==> config.mk <==
export PLATFORM = sky130hd
export DESIGN_NAME = uge_compare_arbiter
export DESIGN_NICKNAME = d
export VERILOG_FILES = /design/src/rtl/uge_compare_arbiter.sv
export SDC_FILE = /design/constraint.sdc
export NUM_CORES = 1
export LEC_CHECK = 0
export ABC_AREA = 1
export CORE_MARGIN = 2
export CORE_UTILIZATION = 42
export DETAILED_ROUTE_END_ITERATION = 10
export PLACE_DENSITY = 0.81
export SLEW_MARGIN = 20
export SYNTH_ARGS = -nofsm -noshare
export SYNTH_HDL_FRONTEND = slang
export SYNTH_SLANG_ARGS = --single-unit
export TNS_END_PERCENT = 5
==> constraint.sdc <==
create_clock -name CLK -period 3.1 [get_ports CLK]
set_input_delay 0.775 -clock CLK [delete_from_list [all_inputs] [get_ports CLK]]
set_output_delay 0.775 -clock CLK [all_outputs]
set_load 0.03 [all_outputs]
==> src/rtl/uge_compare_arbiter.sv <==
// Round-robin arbiter in front of one shared unsigned >= comparator.
// N requesters offer (a, b) operand pairs; one is granted per cycle, compared,
// and the tagged result is held in a single registered response slot that
// the consumer drains with rsp_ready.
//
// Handshake semantics (both sides): a transfer happens on a rising edge where
// valid and ready are both 1. A requester holds valid and its operands stable
// until it transfers. req_ready is one-hot or zero and never asserts for a
// requester whose valid is low. The response slot is free when it is empty or
// being drained this cycle, so a drain and a new grant can share one edge.
module uge_compare_arbiter #(
  parameter  int WIDTH = 8,
  parameter  int N     = 4,
  localparam int IDW   = $clog2(N)
) (
  input  logic                 CLK,
  input  logic                 ASYNCRESETN,
  input  logic [N-1:0]         req_valid,
  input  logic [N*WIDTH-1:0]   req_a,
  input  logic [N*WIDTH-1:0]   req_b,
  output logic [N-1:0]         req_ready,
  output logic                 rsp_valid,
  output logic [IDW-1:0]       rsp_id,
  output logic                 rsp_ge,
  input  logic                 rsp_ready,
  output logic [15:0]          op_count
);

  logic [IDW-1:0]   ptr_q, ptr_d;
  logic             rsp_valid_q, rsp_valid_d;
  logic [IDW-1:0]   rsp_id_q, rsp_id_d;
  logic             rsp_ge_q, rsp_ge_d;
  logic [15:0]      op_count_q, op_count_d;

  logic             hi_found, lo_found;
  logic [IDW-1:0]   hi_idx, lo_idx;
  logic             slot_free;
  logic             grant;
  logic [IDW-1:0]   grant_idx;
  logic [WIDTH-1:0] a_sel, b_sel;
  logic             cmp_ge;

  // Round-robin search: lowest valid index at or above ptr wins; otherwise the
  // lowest valid index below ptr (the wrapped-around part of the ring).
  always_comb begin
    hi_found = 1'b0;
    hi_idx   = '0;
    lo_found = 1'b0;
    lo_idx   = '0;
    for (int i = N - 1; i >= 0; i--) begin
      if (req_valid[i]) begin
        if (IDW'(i) >= ptr_q) begin
          hi_found = 1'b1;
          hi_idx   = IDW'(i);
        end else begin
          lo_found = 1'b1;
          lo_idx   = IDW'(i);
        end
      end
    end
  end

  // Grant decision; reset forces ready low even though the slot reads empty.
  always_comb begin
    slot_free = !rsp_valid_q || rsp_ready;
    grant     = ASYNCRESETN && slot_free && (hi_found || lo_found);
    grant_idx = hi_found ? hi_idx : lo_idx;
    req_ready = grant ? (N'(1) << grant_idx) : '0;
  end

  // Shared comparator fed by the granted requester's operand slices.
  always_comb begin
    a_sel = '0;
    b_sel = '0;
    for (int i = 0; i < N; i++) begin
      if (IDW'(i) == grant_idx) begin
        a_sel = req_a[i*WIDTH +: WIDTH];
        b_sel = req_b[i*WIDTH +: WIDTH];
      end
    end
    cmp_ge = (a_sel >= b_sel);
  end

  // Next state: load on grant, drain on rsp_ready, otherwise hold.
  always_comb begin
    ptr_d       = ptr_q;
    rsp_valid_d = rsp_valid_q;
    rsp_id_d    = rsp_id_q;
    rsp_ge_d    = rsp_ge_q;
    op_count_d  = op_count_q;
    if (grant) begin
      rsp_valid_d = 1'b1;
      rsp_id_d    = grant_idx;
      rsp_ge_d    = cmp_ge;
      ptr_d       = (grant_idx == IDW'(N - 1)) ? '0 : grant_idx + 1'b1;
      op_count_d  = (op_count_q == 16'hFFFF) ? op_count_q : op_count_q + 16'd1;
    end else if (rsp_ready) begin
      rsp_valid_d = 1'b0;
    end
  end

  // State registers with asynchronous active-low clear.
  always_ff @(posedge CLK or negedge ASYNCRESETN) begin
    if (!ASYNCRESETN) begin
      ptr_q       <= '0;
      rsp_valid_q <= 1'b0;
      rsp_id_q    <= '0;
      rsp_ge_q    <= 1'b0;
      op_count_q  <= '0;
    end else begin
      ptr_q       <= ptr_d;
      rsp_valid_q <= rsp_valid_d;
      rsp_id_q    <= rsp_id_d;
      rsp_ge_q    <= rsp_ge_d;
      op_count_q  <= op_count_d;
    end
  end

  assign rsp_valid = rsp_valid_q;
  assign rsp_id    = rsp_id_q;
  assign rsp_ge    = rsp_ge_q;
  assign op_count  = op_count_q;

endmodule

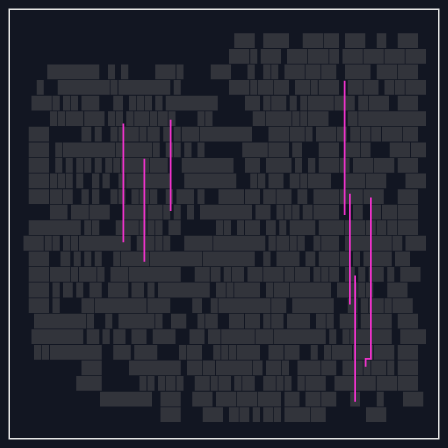
Figure 1: run 1, the metal 4 layer.
Cells faint in the background.
main direction: vertical
share of all routed wire: 2.1%
longest straight run: 28.0 um
wire length on this layer: 148 um
nets with wire on the layer: 7

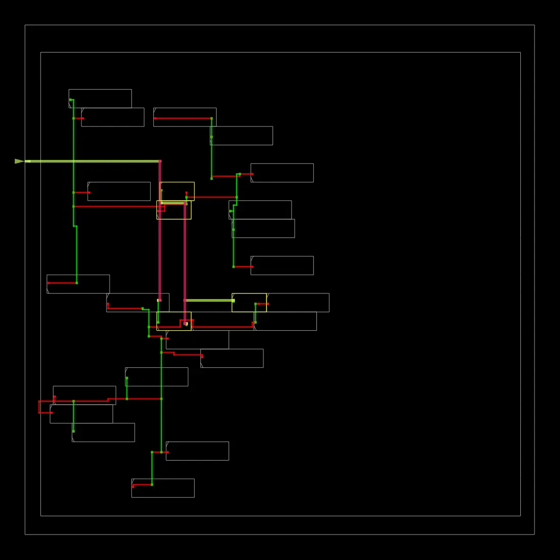
Figure 2: run 1, clock wiring as the flow saved it.
sequential cell count: 22
Layout clock buffers: 4

==> CHANGELOG.md, run 1 <==
### Implementation results

- Critical path launch point type: primary input
- Max-area cell share: 0.262
- Worst clock skew on the final layout: 0.00207 ns
- Largest net degree at the start of global routing: 23
- Met2 usage in global routing: 0.472
- CP delay by family, top: simple AND/OR/NAND/NOR gates
- Routed length on met3: just under 600 um
- Half-perimeter wire length after placement: 5.09 mm
- Number of max-cap violations: 0
- I/O pin total: 95
- Buffering stage count on the worst path with inverters included: 5
- Register share of the cell area: 0.155
- Total of plain and repair buffers excluding clock buffers: approximately 130
- Hold-fix buffers, CTS: 0
- Number of cell rows: 25
- Clock tree from TritonCTS: yes
- Count of pins over their slew limit: 0
- Routed wire length per instance: approximately 14 um
- Growth of design area from synthesis to finish: 69.0%
- Fraction of final layout cells sized beyond drive strength 1: 0.197
- Clock network area share: 0.0155
- Post-detailed-route via-to-cell ratio: 5.20
- Mapped Area: about 2100 um2
- Fmax: between 300 and 400 MHz
- Internal reg-to-reg setup slack: ~0.18 ns
- Source-to-sink clock delay at the later pin of the worst-skew pair: around 0.26 ns
- Iter 0 DRT Violations: 89
- Cell depth of the worst flop-to-flop path: 21
- Setup crit end: rsp_ge
- Area of the synthesized netlist per yosys stat: about 2100 um2
- Floorplan die height: 74.7 um
- Combinational gate area: roughly 1500 um2
- Warning total across the stage logs: 30
- Share of the core filled by cells before placement: 0.439
- Main power-consuming group: combinational cells
- Setup crit end kind: flip-flop
- Width of the chip: 74.7 um
- Most frequent cells in the layout: nand2_1 (111), clkdlybuf4s50_1 (86), buf_4 (32)
- Net switching power: roughly 1.2 mW
- Total gr overflow: 0
- Start of the worst register-to-register path: ptr_q[1]
- Power per standard cell area: 715 nW/um2
- Combinational logic power: roughly 1.9 mW
- RD Place Congestion: around 0.83
- Synthesized-area fraction occupied by ao, oa, aoi and oai cells: 0.169
- Most repeated library cell on the critical path: nand2_1
- Dominant synthesized flop cell: dfrtp_1
- Slew at the pin closest to its max-slew limit: 0.474 ns
- Yosys xor share: 0.0459
- Number of non-clock inverters in the layout: 22
- Clock sink count: 22
- Hold Path Origin: rsp_id[0]
- Flip-flop and latch count after synthesis: 22
- Uppermost routed layer: met4
- Post-synth seq share: 0.262
- Final total negative setup slack: 0 ns
- Filler-free cell count of the finished design: approximately 500
- Status: finished clean
- Largest family of logic cells by area: simple AND/OR/NAND/NOR gates
- Worst Path Required: between 3 and 4 ns
- Internal power of the cells: between 1 and 1.5 mW
- TAP cells: around 67
- WS Path Type: in -> reg
- Crit path depth: 22
- H-tree depth: 1
- Launching instance or port of the critical path: req_valid[2]
- Async set-or-reset flop fraction in the synthesized netlist: 1.00
- Met1 track demand over resource: 0.281
- Hold Path Depth: 2
- # Cells Yosys: between 300 and 400
- Clock Tree Root: clkbuf_8
- Number of buffers added for setup after CTS: 6
- Power in the clock group: around 210 uW
- Slowest stage cell, crit path: ha_1
- TritonCTS Buffers: 3
- Most frequent cells after synthesis: nand2_1 (116), nor2_1 (25), o21ai_0 (23)
- Pre-CTS setup slack: -0.581 ns
- Fraction of the cycle the final worst path needs: 0.964
- Wire length on met2: between 3 and 4 mm
- Clock slew at the register clock pins of the worst setup and hold paths: ~0.080 ns
- PnR worst setup slack: roughly 0.11 ns
- Post-layout min period: roughly 3 ns
- M1 wire length: 2.87 mm
- Share of power burned in combinational logic: 0.752
- Worst Hold Path EP: rsp_id[0]
- Overall chip area: 5580 um2
- Total power of the final layout: 2.54 mW
- Antenna violations before repair: 0
- Net count entering floorplan: a little under 400
- Hold Vio Cnt, Final: 0
- Global-route met3 utilization: 0.0361
- Largest class: multi-input combinational cells
- Max FFs per register: 16
- Max_slew headroom: 0.684
- Most common logic cell in the routed design: nand2_1
- Multiplexer share of the synthesized area: 0
- Most frequent cell after synthesis: nand2_1
- Count of endpoints failing setup in the final report: 0
- Final core utilization: 0.742
- Core region area: around 4800 um2
- Post-Place Cells: a little under 500
- Total inserted antenna cells: 0
- Area share of fa/ha/maj cells after synthesis: 0.0774
- Cells along the critical path: clkbuf_2, nand3_2, nor2_2, nand2_1, a21oi_2, inv_2, buf_4, ha_4, nor2_4, buf_6, a22oi_2, o21ai_1, o21ai_1, ha_1, nand2_1, inv_1, o21ai_1, nand2_1, nand2_1, nand3_1, nand2_1, nand2_1
- Number of I/O port buffers: 94
- Worst hold margin: 0.498 ns
- Sequential cell area in the final layout: about 550 um2
- Post-CTS resize count: 39
- Maximum number of buffers from clock root to sink: 2
- Switching share of total power: 0.457
- Wire length of the first global-routing pass: ~11 mm
- Area fraction in and, or, nand and nor cells after synthesis: 0.373
- Busiest layer in global routing: met2
- Residual DRC: 0
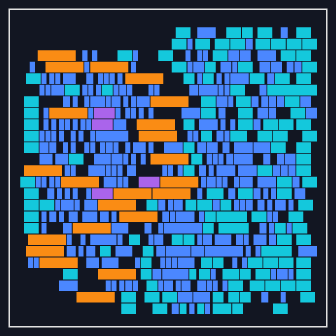
Figure 3: run 1, cells colored by class.
legend:
  cyan:
    class: other buffers and delay cells
    cells: 129
  orange:
    class: flip-flops
    cells: 22
  blue:
    class: all other logic
    cells: 281
  purple:
    class: clock drivers and dummy loads
    cells: 4

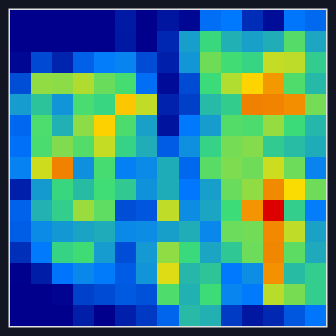
Figure 4: run 1, routed metal per tile.
The die is cut into 15 by 15 equal tiles; dark blue is low, red is high, scaled to the fullest tile. Values are wire area over tile area, all layers added.
fullest tile: 0.58
densest ninth of the die: east
emptiest ninth of the die: south-west
nearly empty tiles: 9.8%
Overall Global Routing Usage: 0.244
vias: 2615
Total Routed Length: 7.23 mm

==> run 1 -> run 2 <==
--- a/config.mk
+++ b/config.mk
@@ -9,6 +9,7 @@
 export CORE_MARGIN = 2
 export CORE_UTILIZATION = 42
 export DETAILED_ROUTE_END_ITERATION = 10
+export HOLD_SLACK_MARGIN = 0.12
 export PLACE_DENSITY = 0.81
 export SLEW_MARGIN = 20
 export SYNTH_ARGS = -nofsm -noshare
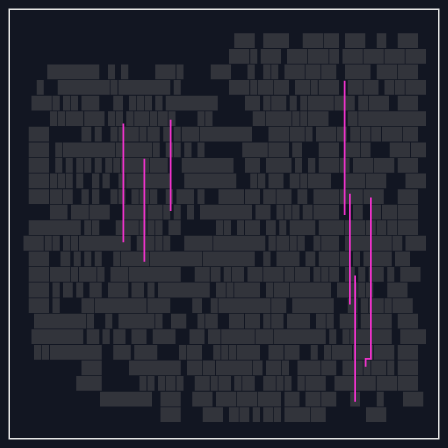
Figure 5: run 2, the metal 4 layer.
Cells faint in the background.
nets with wire on the layer: 7
share of all routed wire: 2.1%
main direction: vertical

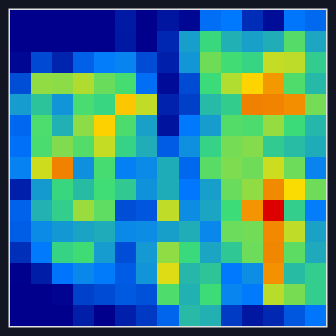
Figure 6: run 2, routed metal per tile.
The die is cut into 15 by 15 equal tiles; dark blue is low, red is high, scaled to the fullest tile. Values are wire area over tile area, all layers added.
emptiest ninth of the die: south-west
tiles over half the peak: 30%
nearly empty tiles: 9.8%
fullest tile: 0.58
mean over tiles: 0.21
densest ninth of the die: east
routed wire length per instance: 14.4 um

==> CHANGELOG.md, run 2 <==
### Implementation results

- Internal reg-to-reg setup slack: 0.18 ns (about the same)
- H-tree depth: 1 (unchanged)
- Final core utilization: 0.742 (unchanged)
- Wire length on met2: 3.62 mm (unchanged)
- Multi-Input Combinational: about 260
- Hold Path Origin: rsp_id[0]
- Overall chip area: 5580 um2 (unchanged)
- M1 wire length: 2.87 mm (unchanged)
- Vias: 2615 (unchanged)
- Count of cell types in the netlist: 29
- Layout clock buffers: 4 (unchanged)
- I/O pin total: 95 (unchanged)
- Count of pins over their slew limit: 0 (unchanged)
- Clock slew at the register clock pins of the worst setup and hold paths: 0.08 ns (about the same)
- Antenna violations before repair: 0 (unchanged)
- Synthesized-area fraction occupied by ao, oa, aoi and oai cells: 0.169 (unchanged)
- Max_slew headroom: 0.684 (unchanged)
- Post-CTS resize count: 39 (unchanged)
- CP delay by family, top: simple AND/OR/NAND/NOR gates
- Number of cell rows: 25 (unchanged)
- Maximum number of buffers from clock root to sink: 2 (unchanged)
- Hold-fix buffers, CTS: 0 (unchanged)
- Worst Hold Path EP: rsp_id[0]
- Setup crit end kind: flip-flop
- Most frequent cells in the layout: nand2_1 (111), clkdlybuf4s50_1 (86), buf_4 (32)
- Met1 track demand over resource: 0.281 (unchanged)
- Critical path launch point type: primary input
- Multiplexer share of the synthesized area: 0 (unchanged)
- Static power due to leakage: around 1.6 nW
- Setup crit end: rsp_ge
- Status: finished clean
- Growth of design area from synthesis to finish: 69.0% (unchanged)
- Area fraction in and, or, nand and nor cells after synthesis: 0.373 (unchanged)
- Hold Vio Cnt, Final: 0 (unchanged)
- Power in the clock group: 209 uW (about the same)
- Overall Global Routing Usage: 0.244 (unchanged)
- Width of the chip: 74.7 um (unchanged)
- CP max FO: 7
- Area of the synthesized netlist per yosys stat: 2100 um2 (unchanged)
- Max-area cell share: 0.262 (unchanged)
- Floorplan die height: 74.7 um (unchanged)
- Post-Place Cells: 486 (unchanged)
- Final net count: approximately 520
- Clock network area share: 0.0155 (unchanged)
- Combinational gate area: 1520 um2 (unchanged)
- Post-synth seq share: 0.262 (unchanged)
- Hold Path Depth: 2 (unchanged)
- Uppermost routed layer: met4
- Multi-input combinational area share: 0.428
- Final total negative setup slack: 0 ns (unchanged)
- Total gr overflow: 0 (unchanged)
- Total of plain and repair buffers excluding clock buffers: 129 (unchanged)
- IR Drop Worst-Case VDD: ~0.44 mV
- Number of global-route vias before repair: approximately 2500
- Sequential cell count: 22 (unchanged)
- Yosys xor share: 0.0459 (unchanged)
- Number of buffers added for setup after CTS: 6 (unchanged)
- Sequential cell area in the final layout: 551 um2 (unchanged)
- Crit path depth: 22 (unchanged)
- Post-layout min period: 2.99 ns (unchanged)
- Fmax: 335 MHz (unchanged)
- Most common logic cell in the routed design: nand2_1
- Final instance area: approximately 3500 um2
- Cell depth of the worst flop-to-flop path: 21 (unchanged)
- Register share of the cell area: 0.155 (unchanged)
- Number of non-clock inverters in the layout: 22 (unchanged)
- Net switching power: 1.16 mW (unchanged)
- Core region area: 4790 um2 (unchanged)
- Share of power burned in combinational logic: 0.752 (about the same)
- Worst clock skew on the final layout: 0.00207 ns (unchanged)
- Iter 0 DRT Violations: 89 (unchanged)
- Filler-free cell count of the finished design: 503 (unchanged)
- Half-perimeter wire length after placement: 5.09 mm (unchanged)
- Buffering stage count on the worst path with inverters included: 5 (unchanged)
- Area share of fa/ha/maj cells after synthesis: 0.0774 (unchanged)
- Largest family of logic cells by area: simple AND/OR/NAND/NOR gates
- Worst Path Required: 3.26 ns (about the same)
- Net count entering floorplan: 398 (unchanged)
- Main power-consuming group: combinational cells
- Total power of the final layout: 2.54 mW (unchanged)
- Fraction of final layout cells sized beyond drive strength 1: 0.197 (unchanged)
- TritonCTS Buffers: 3 (unchanged)
- Combinational logic power: 1.91 mW (about the same)
- Slew at the pin closest to its max-slew limit: 0.474 ns (unchanged)
- Pre-CTS setup slack: -0.581 ns (unchanged)
- Worst hold margin: 0.498 ns (unchanged)
- Max FFs per register: 16 (unchanged)
- Power per standard cell area: 715 nW/um2 (unchanged)
- Count of endpoints failing setup in the final report: 0 (unchanged)
- Number of fillers in the final layout: 378
- Warning total across the stage logs: 30 (unchanged)
- Clock Tree Root: clkbuf_8
- Mapped Area: 2100 um2 (unchanged)
- Most repeated library cell on the critical path: nand2_1
- Routed length on met3: 593 um (unchanged)
- Number of I/O port buffers: 94 (unchanged)
- Internal power of the cells: 1.38 mW (unchanged)
- Source-to-sink clock delay at the later pin of the worst-skew pair: 0.26 ns (about the same)
- Switching share of total power: 0.457 (unchanged)
- Post-detailed-route via-to-cell ratio: 5.20 (unchanged)
- Sequential cell power: about 420 uW
- RD Place Congestion: 0.833 (unchanged)
- TAP cells: 67 (unchanged)
- WS Path Type: in -> reg
- Number of max-cap violations: 0 (unchanged)
- Largest net degree at the start of global routing: 23 (unchanged)
- Share of the core filled by cells before placement: 0.439 (unchanged)
- Async set-or-reset flop fraction in the synthesized netlist: 1.00 (unchanged)
- Global-route met3 utilization: 0.0361 (unchanged)
- Cells along the critical path: clkbuf_2, nand3_2, nor2_2, nand2_1, a21oi_2, inv_2, buf_4, ha_4, nor2_4, buf_6, a22oi_2, o21ai_1, o21ai_1, ha_1, nand2_1, inv_1, o21ai_1, nand2_1, nand2_1, nand3_1, nand2_1, nand2_1
- Flip-flop and latch count after synthesis: 22 (unchanged)
- Busiest layer in global routing: met2
- Clock sink count: 22 (unchanged)
- Residual DRC: 0 (unchanged)
- Count of yosys warnings during synthesis: 0
- Most frequent cell after synthesis: nand2_1
- Met2 usage in global routing: 0.472 (unchanged)
- Total Routed Length: 7.23 mm (unchanged)
- Start of the worst register-to-register path: ptr_q[1]
- Slowest stage cell, crit path: ha_1
- PnR worst setup slack: 0.113 ns (unchanged)
- Most frequent cells after synthesis: nand2_1 (116), nor2_1 (25), o21ai_0 (23)
- Wire length of the first global-routing pass: 10.7 mm (unchanged)
- Total inserted antenna cells: 0 (unchanged)
- Launching instance or port of the critical path: req_valid[2]
- Fraction of the cycle the final worst path needs: 0.964 (unchanged)
- Largest class: multi-input combinational cells
- # Cells Yosys: 314 (unchanged)
- Dominant synthesized flop cell: dfrtp_1
- Clock tree from TritonCTS: yes
Power is estimated from default activity; no workload was simulated.
